===== src/rtl/fwd_pipe_exec.sv =====
// Three-stage execute pipeline (fetch/EX/WB) with private regfile and full EX->operand forwarding.
// Latency: accepted at edge t, result presented during cycle t+2; one instruction per cycle.
// Backpressure: out_ready=0 with a valid result freezes S1 and S2 and drops in_ready.
module fwd_pipe_exec #(
    parameter int WIDTH = 16,
    parameter int RA_W  = 2,
    parameter int CNT_W = 16
) (
    input  logic                 clk,
    input  logic                 rst_n,
    input  logic                 in_valid,
    output logic                 in_ready,
    input  logic [2:0]           in_op,
    input  logic [RA_W-1:0]      in_rs,
    input  logic [RA_W-1:0]      in_rt,
    input  logic [RA_W-1:0]      in_rd,
    input  logic [WIDTH/2-1:0]   in_imm,
    input  logic                 in_use_imm,
    input  logic                 in_wen,
    output logic                 out_valid,
    input  logic                 out_ready,
    output logic [RA_W-1:0]      out_rd,
    output logic [WIDTH-1:0]     out_data,
    output logic                 out_zero,
    output logic                 out_ovf,
    output logic [CNT_W-1:0]     retired
);
    localparam int NREG = 1 << RA_W;
    localparam int HW   = WIDTH / 2;
    localparam int MSB  = WIDTH - 1;

    localparam logic [2:0] OP_AND = 3'b000;
    localparam logic [2:0] OP_OR  = 3'b001;
    localparam logic [2:0] OP_SUB = 3'b110;
    localparam logic [2:0] OP_SLT = 3'b111;

    // S1: accepted instruction; operands are resolved in EX so forwarding sees the latest S2 result
    logic                r_s1_vld;
    logic [2:0]          r_s1_op;
    logic [RA_W-1:0]     r_s1_rs;
    logic [RA_W-1:0]     r_s1_rt;
    logic [RA_W-1:0]     r_s1_rd;
    logic [HW-1:0]       r_s1_imm;
    logic                r_s1_use_imm;
    logic                r_s1_wen;

    // S2: computed result waiting to retire
    logic                r_s2_vld;
    logic [RA_W-1:0]     r_s2_rd;
    logic                r_s2_wen;
    logic [WIDTH-1:0]    r_s2_data;
    logic                r_s2_zero;
    logic                r_s2_ovf;

    logic [WIDTH-1:0]    r_rf [NREG];
    logic [CNT_W-1:0]    r_retired;

    logic                w_adv;
    logic                w_retire;
    logic [WIDTH-1:0]    w_op_a;
    logic [WIDTH-1:0]    w_op_rt;
    logic [WIDTH-1:0]    w_op_b;
    logic [WIDTH-1:0]    w_b_eff;
    logic                w_cin;
    logic [WIDTH-1:0]    w_sum;
    logic                w_add_ovf;
    logic [WIDTH-1:0]    w_res;
    logic                w_ovf;

    // The whole pipe moves unless a valid result is stuck at the output
    assign w_adv    = !(r_s2_vld && !out_ready);
    assign w_retire = r_s2_vld && out_ready;
    assign in_ready = w_adv;

    // Operand selection: register 0 is hard zero, otherwise S2 result beats the regfile
    always_comb begin
        w_op_a  = '0;
        w_op_rt = '0;
        if (r_s1_rs != '0) begin
            if (r_s2_vld && r_s2_wen && (r_s2_rd == r_s1_rs)) w_op_a = r_s2_data;
            else                                              w_op_a = r_rf[r_s1_rs];
        end
        if (r_s1_rt != '0) begin
            if (r_s2_vld && r_s2_wen && (r_s2_rd == r_s1_rt)) w_op_rt = r_s2_data;
            else                                              w_op_rt = r_rf[r_s1_rt];
        end
        w_op_b = r_s1_use_imm ? {{(WIDTH - HW){r_s1_imm[HW-1]}}, r_s1_imm} : w_op_rt;
    end

    // ALU: SUB shares the adder via inverted B plus carry-in; unknown codes fall through to ADD
    always_comb begin
        w_cin     = (r_s1_op == OP_SUB);
        w_b_eff   = w_cin ? ~w_op_b : w_op_b;
        w_sum     = w_op_a + w_b_eff + {{(WIDTH-1){1'b0}}, w_cin};
        w_add_ovf = (w_op_a[MSB] == w_b_eff[MSB]) && (w_sum[MSB] != w_op_a[MSB]);
        w_res     = w_sum;
        w_ovf     = w_add_ovf;
        case (r_s1_op)
            OP_AND: begin w_res = w_op_a & w_op_b; w_ovf = 1'b0; end
            OP_OR:  begin w_res = w_op_a | w_op_b; w_ovf = 1'b0; end
            OP_SLT: begin
                w_res    = '0;
                w_res[0] = ($signed(w_op_a) < $signed(w_op_b));
                w_ovf    = 1'b0;
            end
            default: ;
        endcase
    end

    // S1 register: loads a new instruction or a bubble whenever the pipe advances
    always_ff @(posedge clk) begin
        if (!rst_n) begin
            r_s1_vld     <= 1'b0;
            r_s1_op      <= '0;
            r_s1_rs      <= '0;
            r_s1_rt      <= '0;
            r_s1_rd      <= '0;
            r_s1_imm     <= '0;
            r_s1_use_imm <= 1'b0;
            r_s1_wen     <= 1'b0;
        end else if (w_adv) begin
            r_s1_vld     <= in_valid;
            r_s1_op      <= in_op;
            r_s1_rs      <= in_rs;
            r_s1_rt      <= in_rt;
            r_s1_rd      <= in_rd;
            r_s1_imm     <= in_imm;
            r_s1_use_imm <= in_use_imm;
            r_s1_wen     <= in_wen;
        end
    end

    // S2 register: captures the EX result when the pipe advances
    always_ff @(posedge clk) begin
        if (!rst_n) begin
            r_s2_vld  <= 1'b0;
            r_s2_rd   <= '0;
            r_s2_wen  <= 1'b0;
            r_s2_data <= '0;
            r_s2_zero <= 1'b0;
            r_s2_ovf  <= 1'b0;
        end else if (w_adv) begin
            r_s2_vld  <= r_s1_vld;
            r_s2_rd   <= r_s1_rd;
            r_s2_wen  <= r_s1_wen;
            r_s2_data <= w_res;
            r_s2_zero <= (w_res == '0);
            r_s2_ovf  <= w_ovf;
        end
    end

    // Register file write on the retire handshake; register 0 never changes
    always_ff @(posedge clk) begin
        if (!rst_n) begin
            for (int i = 0; i < NREG; i++) r_rf[i] <= '0;
        end else if (w_retire && r_s2_wen && (r_s2_rd != '0)) begin
            r_rf[r_s2_rd] <= r_s2_data;
        end
    end

    // Retire counter, wraps naturally
    always_ff @(posedge clk) begin
        if (!rst_n)        r_retired <= '0;
        else if (w_retire) r_retired <= r_retired + 1'b1;
    end

    assign out_valid = r_s2_vld;
    assign out_rd    = r_s2_rd;
    assign out_data  = r_s2_data;
    assign out_zero  = r_s2_zero;
    assign out_ovf   = r_s2_ovf;
    assign retired   = r_retired;

endmodule


===== config.mk =====
export PLATFORM = sky130hd
export DESIGN_NAME = fwd_pipe_exec
export DESIGN_NICKNAME = d
export VERILOG_FILES = /design/src/rtl/fwd_pipe_exec.sv
export SDC_FILE = /design/constraint.sdc
export NUM_CORES = 1
export LEC_CHECK = 0
export CORE_UTILIZATION = 50
export CTS_CLUSTER_DIAMETER = 50
export CTS_CLUSTER_SIZE = 8
export DETAILED_ROUTE_END_ITERATION = 16
export PLACE_DENSITY = 0.7
export SYNTH_ARGS = -nofsm -noshare
export SYNTH_HDL_FRONTEND = slang
export SYNTH_SLANG_ARGS = --single-unit

===== constraint.sdc =====
create_clock -name clk -period 14 [get_ports clk]
set_clock_uncertainty 0.15 [all_clocks]
set_input_delay 2.8 -clock clk [delete_from_list [all_inputs] [get_ports clk]]
set_output_delay 2.8 -clock clk [all_outputs]
set_load 0.01 [all_outputs]

==> changes_impl.md <==
### Implementation results

- Initial antenna violation count: 0
- Worst Hold Class: flip-flop to flip-flop
- Fp util: 51.2%
- Switching Share: 28.3%
- Largest cells by area: edfxtp_1, dfxtp_1, ha_1, mux4_2, nand2_1
- Layout cell share with drive strength beyond 1: 10.5%
- Final Power: about 1.1 mW
- Synth logic family: simple AND/OR/NAND/NOR gates
- Signal buf overhead: ~7.3%
- Inverters: 64
- Clock-pin slew on the worst setup and hold paths: around 0.050 ns
- DR vias/cell: 5.52
- Hold path depth: 2
- Area-dominant class: multi-input combinational cells
- Die width: 129 um
- Number of global-route vias before repair: around 6000
- Cells in synth_stat.txt: 853
- CTS Hold Bufs: 0
- Yosys cell types: 70
- Most frequent logic cell in the layout: nand2_1
- Finished Core Util: about three fifths
- Seq. cell area: 0.00316 mm2
- Max-area cell share: 23.7%
- Slew Viols, Final: 0
- Setup WS post-layout: about 6.3 ns
- CTS max path bufs: 2
- Grt ovf: 0
- Register bit total from synthesis: 126
- Late-Pin Clk Latency: roughly 0.41 ns
- ClkCell Share: 6.22%
- Comb/total area: 47.9%
- Slew Limit Headroom: roughly 37%
- Final setup TNS: 0 ns
- Top Layout Cells: nand2_1, nor2_1, a21oi_1
- Flop-to-flop setup slack: around 8.4 ns
- Non-clock buffers: 72
- Synthesized area per cell: around 9.5 um2
- Max reg flops: 64
- Register-to-Register Path Depth: 16
- Post-DP HPWL: around 14000 um
- Hold endpoint: r_s1_imm[7]
- P&R area growth vs syn: 17.3%
- R2R Path End: out_zero
- Ys flop type: edfxtp_1
- LEAKAGE: approximately 4.0 nW
- Xor/xnor share: 4.32%
- Critical R2R Launch: out_rd[1]
- Core area: about 0.016 mm2
- Die area: roughly 0.017 mm2
- Global-route wire length before repair: ~32000 um
- Simple share: 15.0%
- Critical Path RT: 11.05 ns
- RePlAce Congestion: 0.851
- Final Hold Fails: 0
- Count of tool warnings: ~56
- Root Buffer: clkbuf_16
- Critical-path cell list: clkdlybuf4s50_1, nor2b_2, buf_4, clkinv_1, buf_4, clkdlybuf4s50_1
- Critical path arrival: 4.70 ns
- Clock buffer count: 21
- Post-synth top cells: nand2_1, nor2_1, a21oi_1, edfxtp_1
- Number of synthesized flops with an enable pin: 64
- RSZ-0062 raised after global routing: no
- Slowest cell on crit path: clkdlybuf4s50_1
- Int Power: 773 uW
- FMAX: 131 MHz
- Status: finished, final reports clean
- Net Switching: 305 uW
- CTS tree: built
- Sink Count: 126
- Cell type with the largest total area: edfxtp_1
- Biggest register: r_rf
- Seq pwr share: 39.9%
- FFs & Latches: 126
- Ys Warns: 0
- Critical path peak fanout: 43
- Setup Buffers After CTS: 0
- Finished Cell Area: 0.00951 mm2
- Mapped cell area: 0.00811 mm2
-- power by group through the flow --
stage                     clock [mW]  combinational [mW]  sequential, mW
final                          0.434               0.214           0.430
after global routing           0.452               0.235           0.432
after CTS                      0.440               0.212           0.430
after detailed placement           0               0.209           0.437
after global placement             0               0.208           0.436
after floorplan                    0               0.151           0.428
-- per-layer routing --
metal | vias up | part of all wire [%] | GRT usage (%)
li1 | 3111 | - | -
met1 | 2945 | 46 | 35.4
met2 | 204 | 47 | 40.4
met3 | 23 | 5.7 | 4.87
met4 | 0 | 1.6 | 8.44
met5 | - | 0 | 0
-- worst max-delay path by stage --
stage	to	cells past startpoint	slack, ns
after global routing	in_ready	6	6.23
after global placement	in_ready	6	6.32
after floorplan	in_ready	3	7.62
after CTS	in_ready	6	6.32
final	in_ready	6	6.35
after detailed placement	in_ready	6	6.32
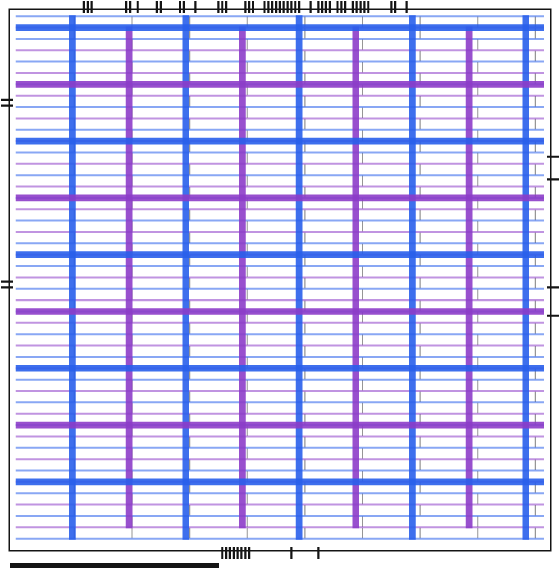
Fig. 1. PDN straps and rails.
Scale bar: 50 um. Pins as bars on the die edge. Tap cells in grey.
net	colour
VDD	purple
VSS	blue
tap cells	216
signal pins	61
rows	46
met4 straps	9

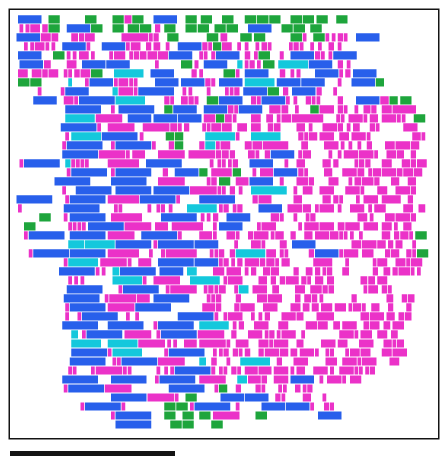
Fig. 2. Placement by cell class.
Scale bar: 50 um.
class	colour	cells
flip-flops	blue	126
other buffers and delay cells	green	72
all other logic	magenta	692
clock drivers and dummy loads	cyan	32

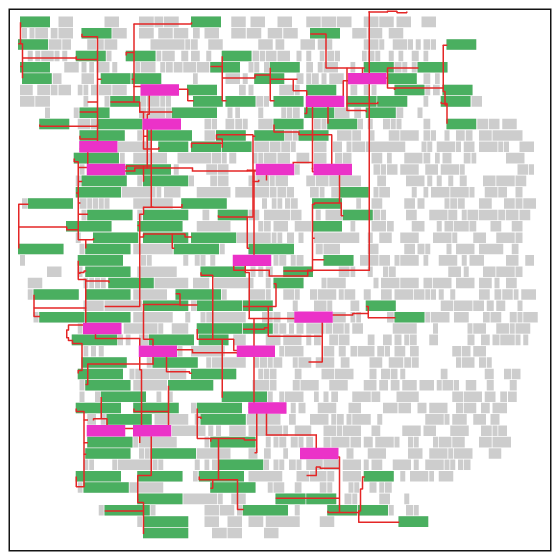
Fig. 3. Clock wires, drivers and flops.
[cells driving clock nets] magenta | count: 17
[clock wires] red | length: 1570 um
[flip-flops] green | count: 126
routed clock nets	18

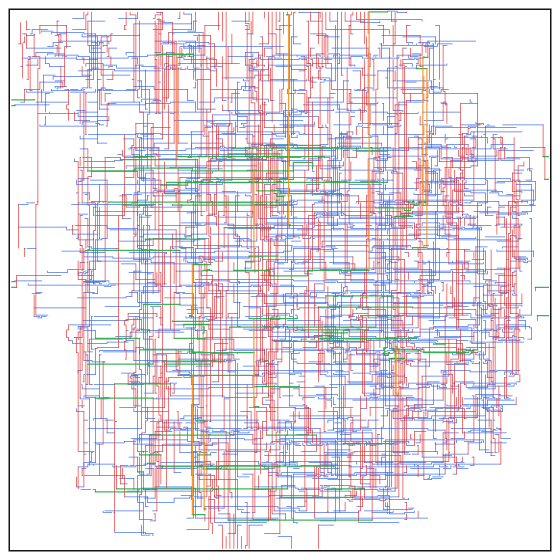
Fig. 4. Metal layers overlaid.
layer	colour	wire length
met4	orange	332 um
met3	green	1160 um
met2	red	9530 um
met1	blue	9250 um
GRT Total Usage: 25.6%
WL/cell: 17.8 um
final wirelength: 20300 um
Vias: 6283

Power figures rest on the tool's default switching activity, not on a simulated workload.
